**config.mk**
```make
export PLATFORM = sky130hd
export DESIGN_NAME = score_keeper
export DESIGN_NICKNAME = d
export VERILOG_FILES = /design/src/rtl/score_pkg.sv /design/src/rtl/seg7_decode.sv /design/src/rtl/score_keeper.sv
export SDC_FILE = /design/constraint.sdc
export NUM_CORES = 1
export LEC_CHECK = 0
export CAP_MARGIN = 20
export CELL_PAD_IN_SITES_DETAIL_PLACEMENT = 2
export CELL_PAD_IN_SITES_GLOBAL_PLACEMENT = 2
export CORE_UTILIZATION = 29
export CTS_CLUSTER_SIZE = 30
export DETAILED_ROUTE_END_ITERATION = 10
export PLACE_DENSITY = 0.85
export SYNTH_ARGS = -nofsm -noshare
export SYNTH_HDL_FRONTEND = slang
export SYNTH_SLANG_ARGS = --single-unit
```
**constraint.sdc**
```tcl
create_clock -name clock -period 2.5 [get_ports clock]
set_clock_uncertainty 0.15 [all_clocks]
set_input_delay 0.5 -clock clock [delete_from_list [all_inputs] [get_ports clock]]
set_output_delay 0.5 -clock clock [all_outputs]
set_load 0.02 [all_outputs]
```
**src/rtl/score_pkg.sv**
```systemverilog
// Shared types and constants for the score keeper: FSM state encoding,
// seven-segment glyphs (gfedcba, active-high) and a saturating increment.
package score_pkg;

   typedef enum logic [1:0] {
      IDLE = 2'd0,
      PLAY = 2'd1,
      DONE = 2'd2
   } state_t;

   localparam logic [6:0] SEG_0 = 7'h3F;
   localparam logic [6:0] SEG_1 = 7'h06;
   localparam logic [6:0] SEG_2 = 7'h5B;
   localparam logic [6:0] SEG_3 = 7'h4F;
   localparam logic [6:0] SEG_4 = 7'h66;
   localparam logic [6:0] SEG_5 = 7'h6D;
   localparam logic [6:0] SEG_6 = 7'h7D;
   localparam logic [6:0] SEG_7 = 7'h07;
   localparam logic [6:0] SEG_8 = 7'h7F;
   localparam logic [6:0] SEG_9 = 7'h6F;
   localparam logic [6:0] SEG_A = 7'h77;
   localparam logic [6:0] SEG_B = 7'h7C;
   localparam logic [6:0] SEG_C = 7'h39;
   localparam logic [6:0] SEG_D = 7'h5E;
   localparam logic [6:0] SEG_E = 7'h79;
   localparam logic [6:0] SEG_F = 7'h71;
   localparam logic [6:0] SEG_BLANK = 7'h00;

   // Counters stick at 15 instead of wrapping.
   function automatic logic [3:0] sat_inc(input logic [3:0] v);
      return (v == 4'hF) ? v : v + 4'd1;
   endfunction

endpackage

```
**src/rtl/seg7_decode.sv**
```systemverilog
// Hex digit to seven-segment glyph (gfedcba, active-high).
// Purely combinational, no latency; no flow control.
module seg7_decode
   import score_pkg::*;
(
   input  logic [3:0] value,
   output logic [6:0] seg
);

   always_comb begin
      seg = SEG_F;
      case (value)
         4'h0:    seg = SEG_0;
         4'h1:    seg = SEG_1;
         4'h2:    seg = SEG_2;
         4'h3:    seg = SEG_3;
         4'h4:    seg = SEG_4;
         4'h5:    seg = SEG_5;
         4'h6:    seg = SEG_6;
         4'h7:    seg = SEG_7;
         4'h8:    seg = SEG_8;
         4'h9:    seg = SEG_9;
         4'hA:    seg = SEG_A;
         4'hB:    seg = SEG_B;
         4'hC:    seg = SEG_C;
         4'hD:    seg = SEG_D;
         4'hE:    seg = SEG_E;
         default: seg = SEG_F;
      endcase
   end

endmodule

```
**src/rtl/score_keeper.sv**
```systemverilog
// Game score keeper: counts correct/incorrect result edges per game, tracks best score, drives a blinking 7-seg.
// Counters update one clock after a result edge; no backpressure, result lights are level inputs sampled every cycle.
module score_keeper
   import score_pkg::*;
#(
   parameter int NUM_ROUNDS   = 8,
   parameter int BLINK_CYCLES = 16
)(
   input  logic       clock,
   input  logic       reset,
   input  logic       start,
   input  logic       correct_in,
   input  logic       incorrect_in,
   output logic [3:0] score,
   output logic [3:0] rounds,
   output logic [3:0] streak,
   output logic [3:0] best_score,
   output logic       game_over,
   output logic [6:0] seg
);

   localparam logic [3:0]  LAST_ROUND = 4'(NUM_ROUNDS);
   localparam logic [15:0] BLINK_LAST = 16'(BLINK_CYCLES - 1);

   state_t      state, state_nxt;
   logic        correct_q, incorrect_q;
   logic        rise_c, rise_i;
   logic        hit_c, hit_i, result, finishing;
   logic [3:0]  rounds_nxt, score_nxt;
   logic [15:0] blink_cnt;
   logic        blank;
   logic [3:0]  disp_val;
   logic [6:0]  glyph;

   assign rise_c = correct_in & ~correct_q;
   assign rise_i = incorrect_in & ~incorrect_q;

   // A simultaneous rise on both lights counts as a single incorrect round.
   assign hit_i  = rise_i & (state == PLAY) & ~start;
   assign hit_c  = rise_c & ~rise_i & (state == PLAY) & ~start;
   assign result = hit_c | hit_i;

   assign rounds_nxt = sat_inc(rounds);
   assign score_nxt  = hit_c ? sat_inc(score) : score;
   assign finishing  = result && (rounds_nxt == LAST_ROUND);

   always_ff @(posedge clock) begin
      if (reset) state <= IDLE;
      else       state <= state_nxt;
   end

   always_comb begin
      state_nxt = state;
      if (start) begin
         state_nxt = PLAY;
      end else if (state == PLAY && finishing) begin
         state_nxt = DONE;
      end
   end

   // History follows the lights even through start, so a light already high
   // when start is released is not mistaken for a fresh result.
   always_ff @(posedge clock) begin
      if (reset) begin
         correct_q   <= 1'b0;
         incorrect_q <= 1'b0;
      end else begin
         correct_q   <= correct_in;
         incorrect_q <= incorrect_in;
      end
   end

   always_ff @(posedge clock) begin
      if (reset) begin
         score      <= 4'd0;
         rounds     <= 4'd0;
         streak     <= 4'd0;
         best_score <= 4'd0;
      end else if (start) begin
         score  <= 4'd0;
         rounds <= 4'd0;
         streak <= 4'd0;
      end else if (result) begin
         rounds <= rounds_nxt;
         score  <= score_nxt;
         streak <= hit_c ? sat_inc(streak) : 4'd0;
         if (finishing && (score_nxt > best_score)) begin
            best_score <= score_nxt;
         end
      end
   end

   // Blink timer idles at zero outside DONE so the first DONE cycle shows the score.
   always_ff @(posedge clock) begin
      if (reset || state != DONE) begin
         blink_cnt <= 16'd0;
         blank     <= 1'b0;
      end else if (blink_cnt == BLINK_LAST) begin
         blink_cnt <= 16'd0;
         blank     <= ~blank;
      end else begin
         blink_cnt <= blink_cnt + 16'd1;
      end
   end

   assign disp_val = (state == IDLE) ? best_score : score;

   seg7_decode u_seg7_decode (
      .value (disp_val),
      .seg   (glyph)
   );

   assign seg       = (state == DONE && blank) ? SEG_BLANK : glyph;
   assign game_over = (state == DONE);

endmodule

```
Figure 1. Cells by drive strength.
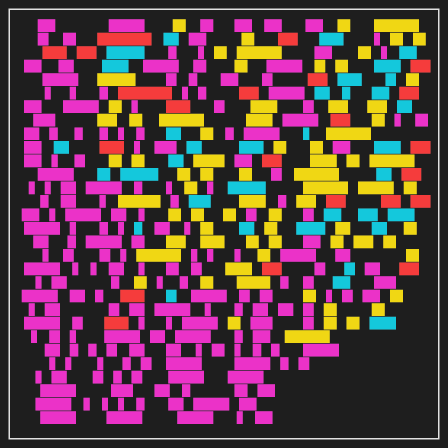
Cyan shows _2 cells, cells 35, share 11%, most used o21ai_2. Yellow shows _3 and _4 cells, cells 74, share 23%, most used buf_4. Red shows _6 and larger, cells 22, share 6.8%, most used buf_6. Magenta shows _0 and _1 cells, cells 194, share 60%.
Signal buffers: 83
Finished Cell Area: 3330 um^2
Final WS setup: -276 ps
Layout area overhead: 62.6%

Figure 2. Placed cells, one colour a class.
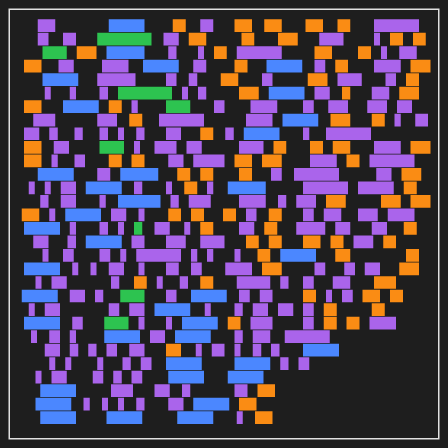
Blue shows sequential cells, cells 37. Purple shows combinational and other logic, cells 197. Orange shows remaining buffers and delay cells, cells 83. Green shows clock drivers and dummy loads, cells 8.
Core Util, Final: 49.1%
# rows: 30

Figure 3. Local utilization.
The die is cut into 9 by 9 equal tiles; black is low, pale yellow is high, 0 to 100% covered.
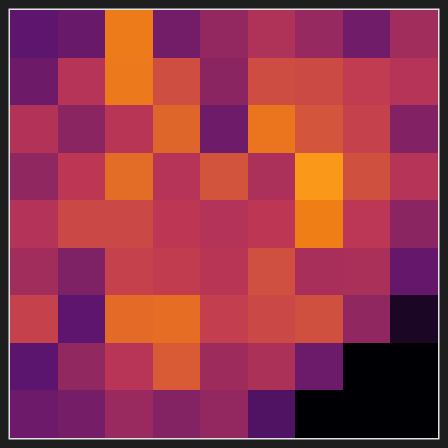
1.2% of the tiles are over 75% full. The mean over all tiles is 43%. The fullest tile reaches 78%. 6.2% of the tiles are nearly empty. The emptiest ninth of the die: south-east.
fp util: 30.2%
Core Area: 6790 um^2

Figure 4. Register map, names as in the netlist.
Other sequential cells in the stronger grey, the rest of the logic in the fainter grey.
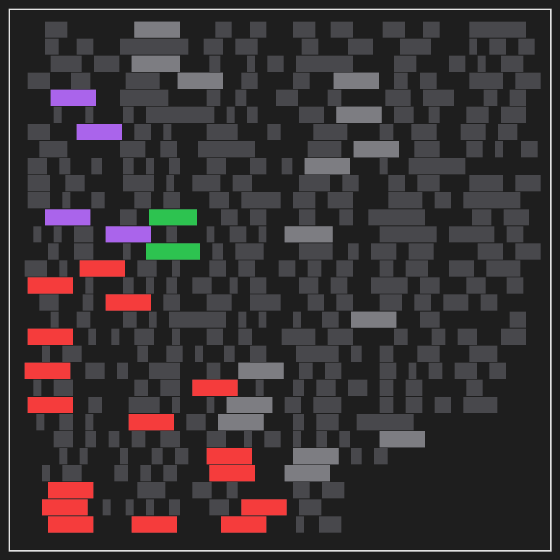
Red shows blink_cnt, placed flops 16. Purple shows rounds, placed flops 4. Green shows state, placed flops 2.
seq pwr: 0.000597 W
register area: 748 um^2
flop share of the area: 22.4%

Figure 5. Routing congestion map.
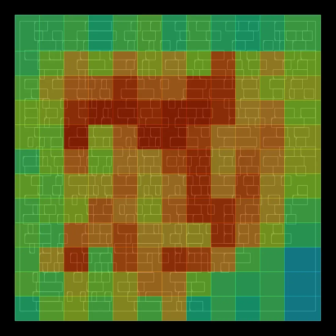
met1 Track Usage GR: 25.5%
GR met2 Demand/Resource: 46.6%
met3 Use GR: 3.08%

==> layer usage <==
metal | vias up | GRT usage (%) | wire [um]
li1 | 1023 | - | -
met1 | 1090 | 25.5 | 3410
met2 | 48 | 46.6 | 5140
met3 | 26 | 3.08 | 224
met4 | 0 | 10.5 | 361
met5 | - | 0 | 0
==> cell families after synthesis <==
group	share of synthesized area (%)
fa+ha+maj	7.93
compound gates	11.7
flops	36.1
xor+xnor	7.26
simple gates	29.5
buf+inv	2.26
mux	5.19
==> through the flow <==
stage / util, % / cell area [um^2] / setup TNS [ps]
after CTS: 45.9 / 3120 / -1240
after global routing: 49.1 / 3330 / -2750
after floorplan: - / 2080 / -134
after detailed placement: 40.6 / 2760 / -5460
after global placement: 40.6 / 2760 / -4310
final: 49.1 / 3330 / -1970
==> layout make-up <==
cell class	instances	area [um^2]	area share, %
Clock buffer	5	68.8	2.06
Sequential cell	37	748	22.4
Multi-Input combinational cell	189	1570	47.1
Tap cell	96	120	3.60
Clock inverter	3	65.1	1.95
Timing Repair Buffer	83	729	21.9
Inverter	8	32.5	0.976
==> synth_stat cells (2+ instances only) <==
cell      instances
dfxtp_1          37
nor2_1           35
nand3_1          15
ha_1             13
nand2_1          13
xor2_1           12
a21oi_1           9
inv_1             8
nand4_1           8
nor3_1            8
o21ai_0           8
nor2b_1           7
mux2_2            5
mux2i_1           5
xnor2_1           5
and3_1            4
nor3b_1           4
a221oi_1          3
a311oi_1          3
clkbuf_1          3
nand2b_1          3
nand3b_1          3
nor4_1            3
and2_1            2
o21ai_1           2
==> worst max path at each step <==
| stage | endpoint |
|---|---|
| finish | best_score[1] |
| global route | best_score[1] |
| CTS | seg[0] |
| detailed placement | best_score[0] |
| global placement | best_score[0] |
| floorplan | seg[5] |
==> metrics.yaml <==
clockBufferDepth: 2
chipHeight_um: 86.1
p_leak_nw: 1.26
r2r_cells: 11
route.detailed.drc: 0
grt_pass1_wl_mm: 13.4
drt_wl_total_mm: 9.13
top_cells_by_area: "dfxtp_1, ha_1, nor2_1"
p_clk_w: 0.000633
fmax_mhz: 360
dpl.hpwl_mm: 5.41
io_buffers: 28
rrSetupSlack_ps: -280
antenna_found_initial: 0
rsz0062_at_grt: "true"
largest_reg_flops: 16
tritoncts: "done"
fill_cells: 727
clk_pin_slew_worst_paths_ps: 90
p_comb_w: 0.0000919
critPathMostFrequentCell: "nor3_1"
slew_headroom_pct: 57.8
routedWlPerCell_um: 21.7
timing.rr.end: "best_score[1]"
avgSynthCellArea_um2: 8.62
path_buffers: 2
required_ps: 2540
fp_nets: 256
powerDensity_nw_per_um2: 396
hold_end: "blink_cnt[0]"
hold_class: "flip-flop to flip-flop"
ctsHoldBuffers: 0
root_buffer: "clkbuf_8"
hold_viol_final: 0
grt.overflow.total: 0
synth.largest_area_cell: "dfxtp_1"
layout.cells.most_common: "buf_4"
intPower_w: 0.00103
syn-cell-area_um2: 2050
grt_pass1_vias: 2417
drv_slew: 0
cap_viol_max_count: 0
worstSetupPathType: "flip-flop to flip-flop"
grt_use_total_pct: 24.0
slowest_delay_ps: 380
ir_drop_mv: 0.373
first_pass_iters: 4
yosys_register_bits: 37
cts_sinks: 37
arrival_ps: 2810
synth-async-reset-ratio_pct: 0
layout.cells.non_filler: 421
slowest_stage: "dfxtp_4"
ys_warn_count: 0
setup_viol: 11
mostFrequentLayoutCells: "buf_4, nor2_1, dfxtp_1"
yosysChipArea_um2: 2050
max_flop_register: "blink_cnt"
p_sw_share_pct: 21.9
failed_checks: "setup timing"
die_x_um: 86.1
hold_ws_ps: 317
yosysSeqAreaShare_pct: 36.1
post_cts_buffers: 8
finalClockPeriodUsage_pct: 111
antenna_left: 0
via_count: 2187
warning_count: 33
whs_path_depth: 1
path_delay_family: "simple AND/OR/NAND/NOR gates"
clk-insertion-delay-late_ps: 300
placedCellCount: 397
drive_gt1_share_pct: 40.3
drt_iter0_markers: 56
top_cell_area_share_pct: 36.1
r2r-start: "state[0]"
ios: 29
ctsHtreeMaxLevel: 2
postSynthCellCount: 238
layout.nets: 342
synth-main-ff-cell: "dfxtp_1"
cts_buffers: 5
drt-vias-per-instance: 5.19
critPathCaptureType: "flip-flop"
clkPwrFrac_pct: 47.9
power_frac_comb_pct: 7.0
place_ws_ps: -727
die_area_um2: 7410
worst_pin_slew_ps: 631
switchingPower_w: 0.000290
run_status: "finished, violations left"
antenna_cells: 0
yosys-stat-cells: 238
ys_types: 45
post_cts_resized: 79
period_needed_ps: 2780
power_frac_seq_pct: 45.1
grt_max_degree: 17
cp-start-kind: "flip-flop"
cp-startpoint: "state[0]"
path_max_fanout: 4
p_total_w: 0.00132
maxPowerGroup: "the clock network"
synth-edff-count: 0
gp_congestion: 0.794
cp_cell_sequence: "buf_6, nor3b_4, nand4_1, mux2_4, ha_4, nand2_1, o21ai_2, buf_4, o211ai_1, nor3_1, nor3_1"
hp-start: "blink_cnt[0]"
finalWorstSetupSlack_ps: -276
cp.depth: 11
Power and IR drop assume default switching activity.
